--- config.mk ---
export PLATFORM = sky130hd
export DESIGN_NAME = serial_word_tx
export DESIGN_NICKNAME = d
export VERILOG_FILES = /design/src/rtl/serial_word_tx.sv
export SDC_FILE = /design/constraint.sdc
export NUM_CORES = 1
export LEC_CHECK = 0
export CORE_ASPECT_RATIO = 0.7
export CORE_MARGIN = 5
export CORE_UTILIZATION = 51
export DETAILED_ROUTE_END_ITERATION = 7
export MAX_ROUTING_LAYER = met4
export PLACE_DENSITY = 0.75
export SLEW_MARGIN = 20
export SYNTH_ARGS = -nofsm -noshare
export SYNTH_HDL_FRONTEND = slang
export SYNTH_SLANG_ARGS = --single-unit
--- constraint.sdc ---
create_clock -name clk -period 1.9 [get_ports clk]
set_input_delay 0.38 -clock clk [delete_from_list [all_inputs] [get_ports clk]]
set_output_delay 0.38 -clock clk [all_outputs]
set_load 0.02 [all_outputs]
--- src/rtl/serial_word_tx.sv ---
// -----------------------------------------------------------------------------
// serial_word_tx
//
// Parallel-to-serial transmitter. A WIDTH-bit word is accepted on a
// valid/ready handshake and shifted out LSB-first, one bit per clock, followed
// by GAP idle cycles. frame_start marks bit 0 of every frame and serves as the
// per-word restart for a downstream bit-serial two's-complement convertor.
//
// Optional build macro:
//   TWOS_COMP_EN - when defined, the word is negated on the fly so the serial
//                  stream carries -din mod 2^WIDTH. Framing and handshake
//                  timing are identical in both builds.
//
// Parameters:
//   WIDTH  word width in bits (2..32)
//   GAP    idle cycles inserted after each frame (0..15)
//
// Ports:
//   clk          system clock, rising edge
//   reset        asynchronous reset, active low
//   din          parallel word to send
//   din_valid    din holds a word to send
//   din_ready    word accepted on this edge when din_valid is also high
//   sout         serial data bit, LSB first (registered)
//   sout_valid   sout carries a frame bit this cycle (registered)
//   frame_start  high with bit 0 of each frame (registered)
//   frame_last   high with bit WIDTH-1 of each frame (registered)
//   busy         FSM is not idle
// -----------------------------------------------------------------------------
module serial_word_tx #(
   parameter int WIDTH = 8,
   parameter int GAP   = 1
) (
   input  logic             clk,
   input  logic             reset,
   input  logic [WIDTH-1:0] din,
   input  logic             din_valid,
   output logic             din_ready,
   output logic             sout,
   output logic             sout_valid,
   output logic             frame_start,
   output logic             frame_last,
   output logic             busy
);

   localparam int               CNT_W    = $clog2(WIDTH);
   localparam logic [CNT_W-1:0] LAST_BIT = CNT_W'(WIDTH - 1);
   localparam logic [3:0]       GAP_LAST = 4'((GAP > 0) ? (GAP - 1) : 0);
   localparam bit               HAS_GAP  = (GAP > 0);

   typedef enum logic [1:0] {
      ST_IDLE,
      ST_SHIFT,
      ST_GAP
   } state_t;

   state_t           state_q, state_d;
   // Holds the bits still to be sent; bit 0 of a word goes straight to sout_q.
   logic [WIDTH-1:0] shift_q, shift_d;
   // Index of the bit currently presented on sout.
   logic [CNT_W-1:0] cnt_q, cnt_d;
   logic [3:0]       gap_q, gap_d;
   logic             sout_q, sout_d;
   logic             sout_valid_q, sout_valid_d;
   logic             frame_start_q, frame_start_d;
   logic             frame_last_q, frame_last_d;
`ifdef TWOS_COMP_EN
   // Set once a raw 1 has been sent; every later bit is inverted.
   logic             seen_one_q, seen_one_d;
`endif

   logic last_bit;
   logic accept;

   assign last_bit  = (state_q == ST_SHIFT) && (cnt_q == LAST_BIT);
   // With no gap the last-bit cycle can take the next word, giving
   // back-to-back frames without a bubble.
   assign din_ready = reset && ((state_q == ST_IDLE) || (!HAS_GAP && last_bit));
   assign busy      = reset && (state_q != ST_IDLE);
   assign accept    = din_valid && din_ready;

   assign sout        = sout_q;
   assign sout_valid  = sout_valid_q;
   assign frame_start = frame_start_q;
   assign frame_last  = frame_last_q;

   always_comb begin
      state_d       = state_q;
      shift_d       = shift_q;
      cnt_d         = cnt_q;
      gap_d         = gap_q;
      sout_d        = 1'b0;
      sout_valid_d  = 1'b0;
      frame_start_d = 1'b0;
      frame_last_d  = 1'b0;
`ifdef TWOS_COMP_EN
      seen_one_d    = seen_one_q;
`endif

      if (accept) begin
         state_d       = ST_SHIFT;
         shift_d       = din >> 1;
         cnt_d         = '0;
         sout_valid_d  = 1'b1;
         frame_start_d = 1'b1;
         // Bit 0 is never inverted: the flag restarts with each word.
         sout_d        = din[0];
`ifdef TWOS_COMP_EN
         seen_one_d    = din[0];
`endif
      end else begin
         case (state_q)
            ST_SHIFT: begin
               if (last_bit) begin
                  state_d = HAS_GAP ? ST_GAP : ST_IDLE;
                  gap_d   = '0;
               end else begin
                  shift_d      = shift_q >> 1;
                  cnt_d        = cnt_q + CNT_W'(1);
                  sout_valid_d = 1'b1;
                  frame_last_d = (cnt_d == LAST_BIT);
`ifdef TWOS_COMP_EN
                  sout_d       = shift_q[0] ^ seen_one_q;
                  seen_one_d   = seen_one_q | shift_q[0];
`else
                  sout_d       = shift_q[0];
`endif
               end
            end
            ST_GAP: begin
               if (gap_q == GAP_LAST) begin
                  state_d = ST_IDLE;
               end else begin
                  gap_d = gap_q + 4'd1;
               end
            end
            default: ;
         endcase
      end
   end

   always_ff @(posedge clk or negedge reset) begin
      if (!reset) begin
         state_q       <= ST_IDLE;
         shift_q       <= '0;
         cnt_q         <= '0;
         gap_q         <= '0;
         sout_q        <= 1'b0;
         sout_valid_q  <= 1'b0;
         frame_start_q <= 1'b0;
         frame_last_q  <= 1'b0;
`ifdef TWOS_COMP_EN
         seen_one_q    <= 1'b0;
`endif
      end else begin
         state_q       <= state_d;
         shift_q       <= shift_d;
         cnt_q         <= cnt_d;
         gap_q         <= gap_d;
         sout_q        <= sout_d;
         sout_valid_q  <= sout_valid_d;
         frame_start_q <= frame_start_d;
         frame_last_q  <= frame_last_d;
`ifdef TWOS_COMP_EN
         seen_one_q    <= seen_one_d;
`endif
      end
   end

endmodule

### I/O nets highlighted

Drawn at 4 px/um.
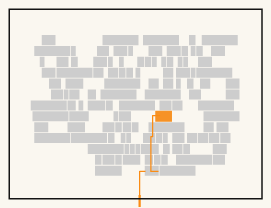
colour	port	bits	direction	edge	end cells	buffers	wire
orange	din_valid	1	input	bottom	1	1	25.8 um

### Cell placement

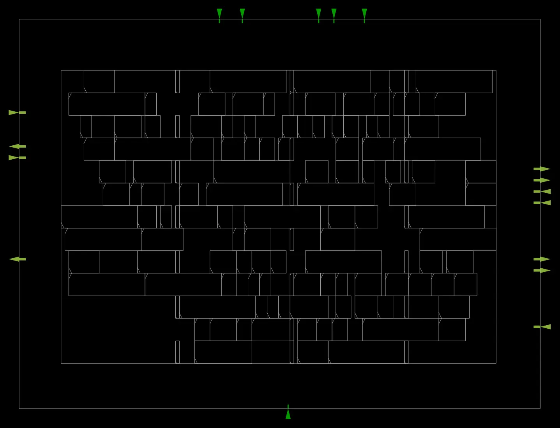
TAP cells: 22
flop share of the area: 41.5%
Finished Layout Cells: 138

### Routed metal, one colour a layer

Drawn at 4 px/um. Two of the layers only.
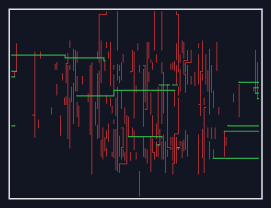
colour	layer	wire length
red	M2	956 um
green	M3	99.5 um

repair_timing:
action / in CTS / in global routing
resized: 2 / 1
endpoints found under the setup margin: 2 / 1
pin swaps: 0 / 0
routing by layer:
layer  global-route usage [%]  vias to the layer above
met2                     23.6                       20
li1                         -                      375
met3                     5.26                        4
met5                        -                        -
met1                     18.1                      373
met4                     5.93                        0
sequential cells by signal (all words and copies together) (netlist names):
signal and cells:
frame_last 1, gap_q 4, sout 1, cnt_q 3
frame_start 1, shift_q 7, state_q 2, sout_valid 1
layout by cell type (no fill, tap or decap), types with 3 or more instances in the layout:
cell type / n
buf_4: 5
dfrtp_1: 20
o21ai_0: 3
a21oi_1: 16
nand2_1: 9
clkbuf_4: 3
nor2_1: 7
a22o_1: 3
inv_1: 6
clkdlybuf4s50_1: 14
a311oi_1: 3
ha_1: 5
kinds of logic (layout without fill, tap and decap cells):
group	Yosys count	after routing	synth area share, %
and+or+nand+nor	29	29	16.0
xor gates and xnor gates	1	1	0.880
AOI/OAI and AO/OA	29	29	18.0
DFF	20	20	50.3
buffers and inverters	14	32	8.67
adders and majority gates	5	5	6.28
critical path: stages:
cell and delay, ns:
clkdlybuf4s50_1 0.51, nor3b_1 0.18, dlygate4sd2_1 0.36
worst paths after layout:
check	start	to	slack, ns	depth (start not counted)
worst max-delay path	reset	din_ready	0.09	3
worst min-delay path	reset	gap_q[3]$_DFFE_PN0P_	0.43	2
worst max register to register	cnt_q[1]$_DFFE_PN0P_	shift_q[1]$_DFFE_PN0P_	0.17	6
worst min register to register	shift_q[0]$_DFFE_PN0P_	sout$_DFF_PN0_	0.51	1
max in group asynchronous	reset	shift_q[5]$_DFFE_PN0P_	1.31	2
min in group clk	shift_q[0]$_DFFE_PN0P_	sout$_DFF_PN0_	0.51	1
==> reports/metrics.cfg <==
[outcome]
status = finished, final reports clean

[final_timing]
finalHoldViolations = 0
fin_ws_ns = 0.0942
whs_ns = 0.425
worst_slew_pin_slew_ns = 0.320
rsz0062_at_grt = no

[global_route]
overflow = 0
grt_max_degree = 13
grt_pass1_wl_mm = 3.27

[floorplanning]
num_rows = 13
io_pins = 17
core-area_sq_um = 1850
die-area_sq_um = 2950

[detailed_routing]
drc = 0
ant_nets = 0
met2_length_um = 955
via_per_inst = 5.59
dr.max_layer_used = met4
wl_met1_um = 948
routed_wl_mm = 2.03
drt_iter0_drc = 21

[synth]
yosysWarnings = 0
common_cells = dfrtp_1 (20), a21oi_1 (16), nand2_1 (9), nor2_1 (7), inv_1 (6)
ys_ff = 20
async_flop_share_pct = 100

[clock_network]
root_buffer = clkbuf_4
cts_buffer_depth = 2
cts_buffers = 3

[placed_design]
dpl-instance-area_sq_um = 1170
place_inst = 134
dp_slack_ns = -0.213

[power_and_ir_drop]
switching_power_mw = 0.640
pwr-share-seq_pct = 39.8
switching_share_pct = 38.0
power_leader = combinational logic

[flow_run]
maxCapViolations = 0

[setup_path]
cp-start-kind = primary input

[final_layout]
clkbuf_count = 4
fin_nets = 133
final_util_pct = 65.0
comb_area_share_pct = 34.4
syn_to_final_growth_pct = 21.1

No activity file was given, so power comes from the tool's default toggle rates.
